## src/rtl/sm_addsub_pipe.sv

```systemverilog
// Two-stage adder/subtractor: A is two's complement, B is sign-magnitude.
// Stage 1 registers the converted operands; stage 2 holds the result and drives the outputs.
module sm_addsub_pipe #(
    parameter int WIDTH  = 8,
    parameter bit SAT_EN = 1'b1
) (
    input  logic             Clk_in,
    input  logic             Rst_in,
    input  logic [WIDTH-1:0] A_in,
    input  logic [WIDTH-1:0] B_in,
    input  logic [1:0]       Sel_in,
    input  logic             Valid_in,
    output logic             Ready_out,
    output logic [WIDTH:0]   Rez_out,
    output logic             Ovf_out,
    output logic             Valid_out,
    input  logic             Ready_in
);

    typedef enum logic [1:0] {
        OP_ADD      = 2'b00,
        OP_SUB      = 2'b01,
        OP_ACC_ADD  = 2'b10,
        OP_ACC_LOAD = 2'b11
    } op_e;

    localparam int RW = WIDTH + 1;
    localparam int IW = WIDTH + 3;
    localparam logic signed [IW-1:0] SAT_MAX = {3'b000, {WIDTH{1'b1}}};
    localparam logic signed [IW-1:0] SAT_MIN = {3'b111, {WIDTH{1'b0}}};

    logic                 s1Valid_q, s1Valid_d;
    logic                 s2Valid_q, s2Valid_d;
    logic [RW-1:0]        s1A_q, s1A_d;
    logic [RW-1:0]        s1B_q, s1B_d;
    op_e                  s1Op_q, s1Op_d;
    logic [RW-1:0]        rez_q, rez_d;
    logic [RW-1:0]        acc_q, acc_d;
    logic                 ovf_q, ovf_d;
    logic                 s2Load;
    logic                 s1Move;
    logic                 isAcc;
    logic [RW-1:0]        bMag;
    logic signed [IW-1:0] aExt, bExt, accExt, sum;

    // Ready_out depends only on stage state and Ready_in, never on Valid_in.
    always_comb begin
        s2Load    = !s2Valid_q || Ready_in;
        s1Move    = s1Valid_q && s2Load;
        Ready_out = !s1Valid_q || s2Load;
    end

    always_comb begin
        bMag      = {2'b00, B_in[WIDTH-2:0]};
        s1Valid_d = s1Valid_q;
        s1A_d     = s1A_q;
        s1B_d     = s1B_q;
        s1Op_d    = s1Op_q;
        if (Ready_out) begin
            s1Valid_d = Valid_in;
            if (Valid_in) begin
                s1A_d  = {A_in[WIDTH-1], A_in};
                // Negating a zero magnitude yields zero, so -0 needs no special case.
                s1B_d  = B_in[WIDTH-1] ? -bMag : bMag;
                s1Op_d = op_e'(Sel_in);
            end
        end
    end

    always_comb begin
        aExt   = {{2{s1A_q[RW-1]}}, s1A_q};
        bExt   = {{2{s1B_q[RW-1]}}, s1B_q};
        accExt = {{2{acc_q[RW-1]}}, acc_q};
        isAcc  = (s1Op_q == OP_ACC_ADD) || (s1Op_q == OP_ACC_LOAD);
        sum    = aExt + bExt;
        case (s1Op_q)
            OP_SUB:     sum = aExt - bExt;
            OP_ACC_ADD: sum = accExt + aExt + bExt;
            default:    sum = aExt + bExt;
        endcase

        rez_d = sum[RW-1:0];
        ovf_d = 1'b0;
        if (isAcc) begin
            if (SAT_EN) begin
                if (sum > SAT_MAX) begin
                    rez_d = SAT_MAX[RW-1:0];
                    ovf_d = 1'b1;
                end else if (sum < SAT_MIN) begin
                    rez_d = SAT_MIN[RW-1:0];
                    ovf_d = 1'b1;
                end
            end else begin
                ovf_d = ({{2{sum[RW-1]}}, sum[RW-1:0]} != sum);
            end
        end

        // The accumulator moves at S2 entry so a following ACC op already sees it.
        acc_d = acc_q;
        if (s1Move && isAcc) begin
            acc_d = rez_d;
        end

        s2Valid_d = s2Valid_q;
        if (s2Load) begin
            s2Valid_d = s1Valid_q;
        end
    end

    always_ff @(posedge Clk_in or posedge Rst_in) begin
        if (Rst_in) begin
            s1Valid_q <= 1'b0;
            s2Valid_q <= 1'b0;
            s1A_q     <= '0;
            s1B_q     <= '0;
            s1Op_q    <= OP_ADD;
            rez_q     <= '0;
            ovf_q     <= 1'b0;
            acc_q     <= '0;
        end else begin
            s1Valid_q <= s1Valid_d;
            s2Valid_q <= s2Valid_d;
            s1A_q     <= s1A_d;
            s1B_q     <= s1B_d;
            s1Op_q    <= s1Op_d;
            acc_q     <= acc_d;
            if (s1Move) begin
                rez_q <= rez_d;
                ovf_q <= ovf_d;
            end
        end
    end

    assign Rez_out   = rez_q;
    assign Ovf_out   = ovf_q;
    assign Valid_out = s2Valid_q;

endmodule

```

## config.mk

```make
export PLATFORM = sky130hd
export DESIGN_NAME = sm_addsub_pipe
export DESIGN_NICKNAME = d
export VERILOG_FILES = /design/src/rtl/sm_addsub_pipe.sv
export SDC_FILE = /design/constraint.sdc
export NUM_CORES = 1
export LEC_CHECK = 0
export ABC_AREA = 1
export CAP_MARGIN = 10
export CORE_ASPECT_RATIO = 1.25
export CORE_MARGIN = 2
export CORE_UTILIZATION = 55
export DETAILED_ROUTE_END_ITERATION = 16
export HOLD_SLACK_MARGIN = 0.06
export PLACE_DENSITY = 0.82
export SYNTH_ARGS = -nofsm -noshare
export SYNTH_HDL_FRONTEND = slang
export SYNTH_SLANG_ARGS = --single-unit
export TNS_END_PERCENT = 20
```

## constraint.sdc

```tcl
create_clock -name Clk_in -period 3.43 [get_ports Clk_in]
set_input_delay 0.5145 -clock Clk_in [delete_from_list [all_inputs] [get_ports Clk_in]]
set_output_delay 0.5145 -clock Clk_in [all_outputs]
set_load 0.02 [all_outputs]
```

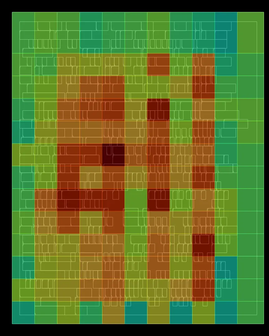
Figure 1: run 1, routing congestion.
global routing usage on met1: 0.314
Util after Layout: 0.638
met3 global-route usage: 0.0218
routed len/inst: 14.1 µm

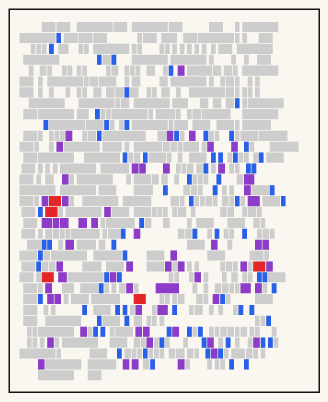
Figure 2: run 1, logic cells by family.
Scale: 4 px per µm.
purple -> aoi and oai cells  # cells 61, most used o21ai_0
blue -> inv cells  # cells 79, most used inv_1
red -> xor and xnor cells  # cells 5, most used xor2_1
number of standard cells in the layout, taps in and fillers out: 652
most common cell after layout, fill and taps aside: nand2_1

==> out/writeup.txt, run 1 <==
For the post-route DRC violation count, the log shows 0. The main area contributors are dfrtp_1, nand2_1, ha_1. Number of cell instances after yosys synthesis: 537. Non-clock buffers in the final layout number 34.

Complex-gate fraction of the synthesized area: 0.0936. In the routed layout, each cell is associated on average with a via count of 5.34. The clock transition time at the flip-flop clock pins of the worst setup and hold paths was 0.08 ns. Net switching component of the power: 1.62 mW. The tally of yosys warning messages was 0; the filler cell count in the final layout was 635.

The die height works out to 95.4 µm. The most numerous cell type found on the critical path is nand2_1. The fraction of standard cell area in multi-input logic was 0.553; the floorplan core density was 0.563. Fraction of synthesized area in multiplexers: 0. Per the GRT congestion report, total overflow comes to 0. The run finished with clean final reports.

The data-path buffer share of cell area in the final layout works out to 0.0812. Looking at the cell usage after synthesis, the top flip-flop cell is dfrtp_1. The report lists the cells along the critical path as inv_1, fa_1, inv_1, ha_1, fa_1, nand3_1, nand2_1, nand2_1, nand2_1, nand2_1, nand3_1, nand2_1, nand2_2, nand2_1, nand2_2, nand2_4, nand2_2, nand2_2, nand2_1, nand2_1. The leakage power of the design was 2.26 nW. The data arrival time reported for the critical path is 3.34 ns. The area taken by sequential standard cells is reported as 1000 µm². Critical path class: reg2reg.

The worst setup path is captured at a flip-flop. The internal power of the cells totals 1.60 mW. For this run, the script counts the antenna cells in the layout as 0. With the final HPWL from detailed placement at 7560 µm, the mean instance size in the synthesized netlist is 6.84 µm². In this design, the largest share of critical-path delay is due to simple AND/OR/NAND/NOR gates. Once synthesis finished, the tally of register bits stood at 40. The run gives 0.349 for the area fraction in and, or, nand and nor cells after synthesis. With the sequential share of cell area at 0.241, the data required time at the worst endpoint is 3.67 ns. The count of final hold-check violations came out at 0. Setup repair after global routing left no endpoint under its margin. The clock net in this run drives a total of 40 sinks. Count of buffering cells on the critical path with inverters included: 2. Per the OpenROAD floorplan log, the width of the die is 77.1 µm. The top-area cell type share of the netlist area came out at 0.272.
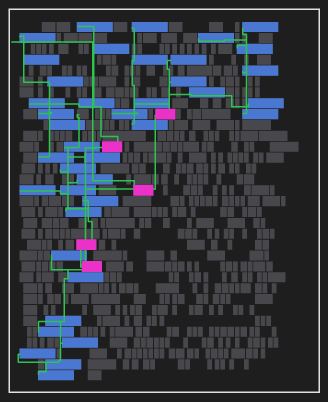
Figure 3: run 1, clock wires, drivers and flops.
Scale: 4 px per µm.
magenta -> clock-net drivers  # count 5
blue -> flip-flops  # count 40
green -> clock wires  # length 507 µm
flops lie = spread over the die
power attributed to the clock group: 0.397 mW
source-to-sink clock delay at the later pin of the worst-skew pair: 0.30 ns
clock skew after layout: 0.0142 ns
proportion of power drawn by the clock network: 0.123

[run 1: power groups by stage]
stage                     sequential (mW)  combinational (mW)  clock, mW
after floorplan                     0.780                1.49          0
after global placement              0.745                2.00          0
after detailed placement            0.751                2.05          0
after CTS                           0.743                2.06      0.402
after global routing                0.758                2.34      0.417
final                               0.743                2.08      0.397
[run 1: cell families (layout without fill, tap and decap cells)]
family                     Yosys count  after routing
and+or+nand+nor                    294            294
buffers and inverters               93            121
AOI/OAI and AO/OA                   62             62
adders and majority gates           43             43
DFF                                 40             40
xor gates and xnor gates             5              5
[run 1: worst reg2reg max path, delay by kind of cell, from the launching register on]
family / cells / cell delay (ns)
adders and majority gates: 3 / 1.20
buffers and inverters: 2 / 0.17
DFF: 1 / 0.42
and+or+nand+nor: 15 / 1.24
[run 1: sequential cells by signal, summed over array words and instances (netlist names)]
register	flops
Ovf_out	1
Rez_out	9
Valid_out	1
acc_q	9
s1A_q	8
s1B_q	9
s1Op_q	2
s1Valid_q	1
[run 1: metal layers]
layer	wire, µm	share of wire	GRT usage	vias to the layer above
li1	-	-	-	1724
met1	3870	0.42	0.314	1628
met2	4610	0.50	0.472	102
met3	323	0.035	0.0218	30
met4	421	0.046	0.132	0
met5	0	0	0	-
[run 1: stage by stage]
stage,instances,setup WS [ns],cell area [µm²]
final,652,0.332,4160
after global routing,652,0.0809,4160
after CTS,652,0.355,4160
after detailed placement,644,0.391,4040
after floorplan,537,0.692,3670
after global placement,644,0.503,4040
[run 1: worst paths after layout]
check                              to  slack [ns]  cells after the start
max                          acc_q[0]        0.33                     20
min in group asynchronous    acc_q[3]        0.64                      3
min                        Rez_out[1]        0.49                      2
max reg2reg                  acc_q[0]        0.33                     20
min reg2reg                Rez_out[1]        0.49                      2
max in group asynchronous    s1A_q[1]        2.44                      3
Figure 4. Wire density map (run 1).
Scale: 4 px per µm. The die is cut into 15 by 19 equal tiles; white is low, dark blue is high, scaled to the fullest tile. Values are wire area over tile area, all layers added.
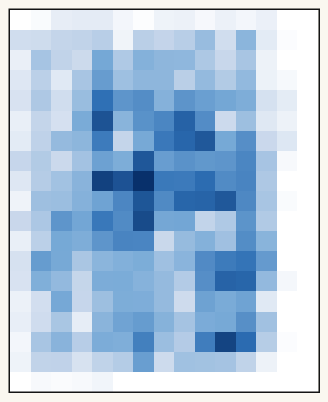

## Run 2: what changed since run 1
DONT_BUFFER_PORTS = 1   (was not set)
PLACE_DENSITY = 0.75   (was 0.82)
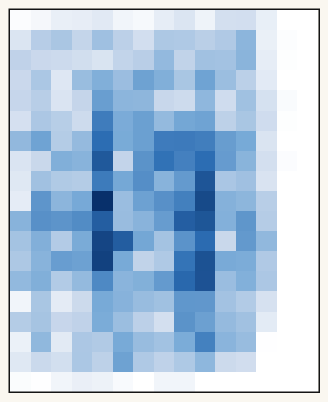
Figure 5: run 2, wire density map.
Scale: 4 px per µm. The die is cut into 15 by 19 equal tiles; white is low, dark blue is high, scaled to the fullest tile. Values are wire area over tile area, all layers added.
fullest tile = 0.59
tiles over half the peak = 22%
nearly empty tiles = 16%
mean over tiles = 0.20
Total GRT Usage: 0.251
sum of routed wire length over all layers: 8850 µm

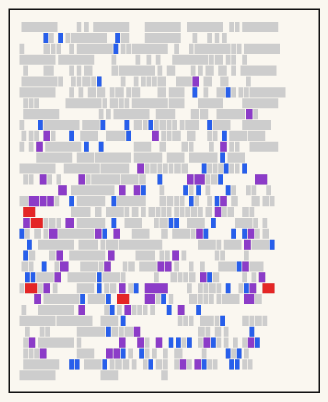
Figure 6: run 2, logic cells by family.
Scale: 4 px per µm.
purple -> aoi and oai cells  # cells 61, most used o21ai_0
blue -> inv cells  # cells 79, most used inv_1
red -> xor and xnor cells  # cells 5, most used xor2_1
multi-input gate share of total cell area: 0.599
number of standard cells in the layout, taps in and fillers out: 618

==> run 2 against run 1 <==
  * Utilization down 4.9 points
  * Global-route usage fell by 0.98 points
  * Largest cell class unchanged
  * Register-to-register slack improved by 0.08 ns
  * Via count down 6.5%
  * Largest power group unchanged
  * Highest routed layer unchanged
==> out/writeup.txt, run 2 <==
The complex-gate fraction of the synthesized area came out at 0.0936. The share of power burned in combinational logic was 0.590. No sink is reached through more buffers than the 2 on the longest clock path. The clock reaches the later pin of the worst-skew pair after 0.30 ns. At the worst endpoint, the required time is 3.67 ns. A synthesized cell averages 6.84 µm².

Setup repair after global routing left no endpoint under its margin. Number of CTS-inserted buffers: 5. The post-synth net total was 602; the die height was 95.4 µm. The run gives 0.452 mW for the power drawn by the clock network. The die span in x is 77.1 µm.

The highest-count logic cell in the final layout is nand2_1. The clock net in this run drives a total of 40 sinks. With the fraction of power spent switching nets at 0.500, the filler cell count in the final layout is 652. Routability-driven placement finished with a final weighted congestion of 0.985.

The dominant non-sequential cell family after synthesis is simple AND/OR/NAND/NOR gates. The layout stage reports a final design area of 3840 µm². The count of nets left with antenna violations once routing finished came out at 0.

The tools report the endpoint kind of the worst setup timing path as a flip-flop. The script logs the mean routed wire length per placed instance as 14.3 µm. With the met2 track utilization from global routing at 0.434, the power density relative to cell area is 810 nW/µm².

In the final report, the number of pins over their slew limit comes to 0. Looking at the gate-level netlist, the highest instance count belongs to nand2_1. The tools report the maximum number of pins on one net before global-route repair as 41. The via count of the first global-routing pass was 3087; the xor/xnor cell area share of the yosys netlist was 0.0119. The area of the core region came out at 6520 µm². After clock tree synthesis, the clock-pin slew on the worst setup and hold paths is 0.08 ns. The run gives 537 for the synthesized netlist cell count. Summed over all layers, the global routing overflow is 0. The critical path in the final layout is reported with a setup slack of 0.411 ns.

The async set-or-reset flop fraction in the synthesized netlist works out to 1.00. For the leakage power of the design, the log shows 2.14 nW. The area share of fa/ha/maj cells after synthesis came out at 0.171. According to the dpl log, the detail-placed design has an HPWL of 7130 µm.

Across the run, the number of max-cap violations was 0. The power share of the clock group was 0.145; the core utilization of the finished layout was 0.589. Looking at the max-slew report, the worst-margin pin has a slew of 0.612 ns. Internal power comes to 1.55 mW. The tally of yosys warning messages was 0; the count of final hold-check violations was 0.

0 antenna diodes ended up in the layout. The logs give 0.0331 for the met3 capacity usage during global routing and 1.56 mW for the net switching component of the power. With the share of the clock period used by the worst path after layout at 0.880, the worst slew slack as a fraction of its limit is 0.591. Before any placement, the netlist area is recorded as 3670 µm². After synthesis, the netlist uses 31 different library cells. The commonest cells after synthesis are nand2_1, inv_1, dfrtp_1, nand3_1, ha_1.

Ranked by power, first place goes to combinational logic. The met1 global-route usage came out at 0.309. STA puts the critical path data arrival time at 3.26 ns. Once placement completed, the tool counted placed cells totaling 611. For the floorplan core density, the log shows 0.563.

In the final run the clock tree shows a worst skew of 0.00857 ns. The run gives 0.349 for the area fraction in and, or, nand and nor cells after synthesis. The number of cell instances after yosys synthesis was 537. Per the detail_route report, DRC violations left total 0. In this run, post-CTS hold repair placed 0 buffers.

Combinational power for this build is 1.84 mW. The flow ran to the end, and the final reports show no timing, DRC or antenna violations. The smallest clock period supported by the final layout is computed as 3.02 ns. With the number of flops mapped to enable cells by yosys at 0, the highest ir drop seen on vdd is 0.395 mV. Number of vias per cell after detailed routing: 5.27. Sorting the Yosys area breakdown by cell type puts at the top dfrtp_1. In this run, power in flip-flops and latches comes to 0.823 mW.

Top fanout value on the critical path: 9. Measured in cells, the most critical reg-to-reg path has a length of 20. Looking at the setup timing report, the critical path kind is reg2reg. The run gives 0 for the fraction of synthesized area in multiplexers.

Across the whole layout, storage elements account for 1000 µm². The worst slack at placement is 0.424 ns. The synthesis report names the predominant flop master as dfrtp_1. In this run, synthesis produced a sequential element count of 40. The area growth from synthesis to layout is 4.56%. For reference, the top cells by area after synthesis are dfrtp_1, nand2_1, ha_1. After detailed placement, the total cell area comes to 3710 µm².

The top-area cell type share of the netlist area works out to 0.272. During I/O placement, the number of pins put on the boundary was 34. The overall power consumption came out at 3.11 mW.

The most utilized layer in the global route result is met2.
-- run 2: netlist changes by cell type in the layout (fill, tap and decap cells not counted), sizes merged --
cell           before  now
clkdlybuf4s50      33    0
clkinv              3    1
bufinv              1    2
-- run 2: final cells by class --
cell class / count / share of cell area
Sequential cell: 40 / 0.261
Timing Repair Buffer: 1 / 0.00195
Tap cell: 87 / 0.0283
Clock inverter: 2 / 0.0156
Inverter: 79 / 0.0772
Clock buffer: 5 / 0.0179
Multi-Input combinational cell: 404 / 0.599
-- run 2: logic make-up after synthesis --
family | Yosys count
AND/OR/NAND/NOR | 294
buffers and inverters | 93
AND-OR/OR-AND | 62
adder cells (fa/ha/maj) | 43
flip-flops | 40
XOR/XNOR | 5
-- run 2: per-layer routing --
metal / wire length, µm / part of all wire
met2: 4210 / 0.48
met1: 3860 / 0.44
met3: 420 / 0.047
met5: 0 / 0
met4: 354 / 0.040
-- run 2: final timing paths --
kind / endpoint / slack, ns / startpoint
setup reg to reg: Rez_out[7] / 0.41 / s1A_q[1]
hold reg to reg: acc_q[1] / 0.49 / acc_q[1]
min in group Clk_in: s1A_q[7] / 0.33 / A_in[7]
setup / recovery: Rez_out[7] / 0.41 / s1A_q[1]
hold / removal: s1A_q[6] / 0.22 / Rst_in
max in group asynchronous: s1A_q[1] / 2.86 / Rst_in
-- run 2: critical path, stage by stage (launching register included) --
cell,delay (ns)
dfrtp_1,0.42
inv_1,0.14
fa_1,0.55
inv_1,0.04
ha_1,0.22
fa_1,0.41
nand3_1,0.12
nand2_1,0.08
nand2_1,0.09
nand2_1,0.05
nand2_1,0.06
nand3_1,0.06
nand2_1,0.09
nand2_2,0.06
nand2_1,0.09
nand2_2,0.07
nand2_4,0.15
nand2_2,0.07
nand2_2,0.06
nand2_1,0.06
nand2_1,0.07
Power figures rest on the tool's default switching activity, not on a simulated workload.
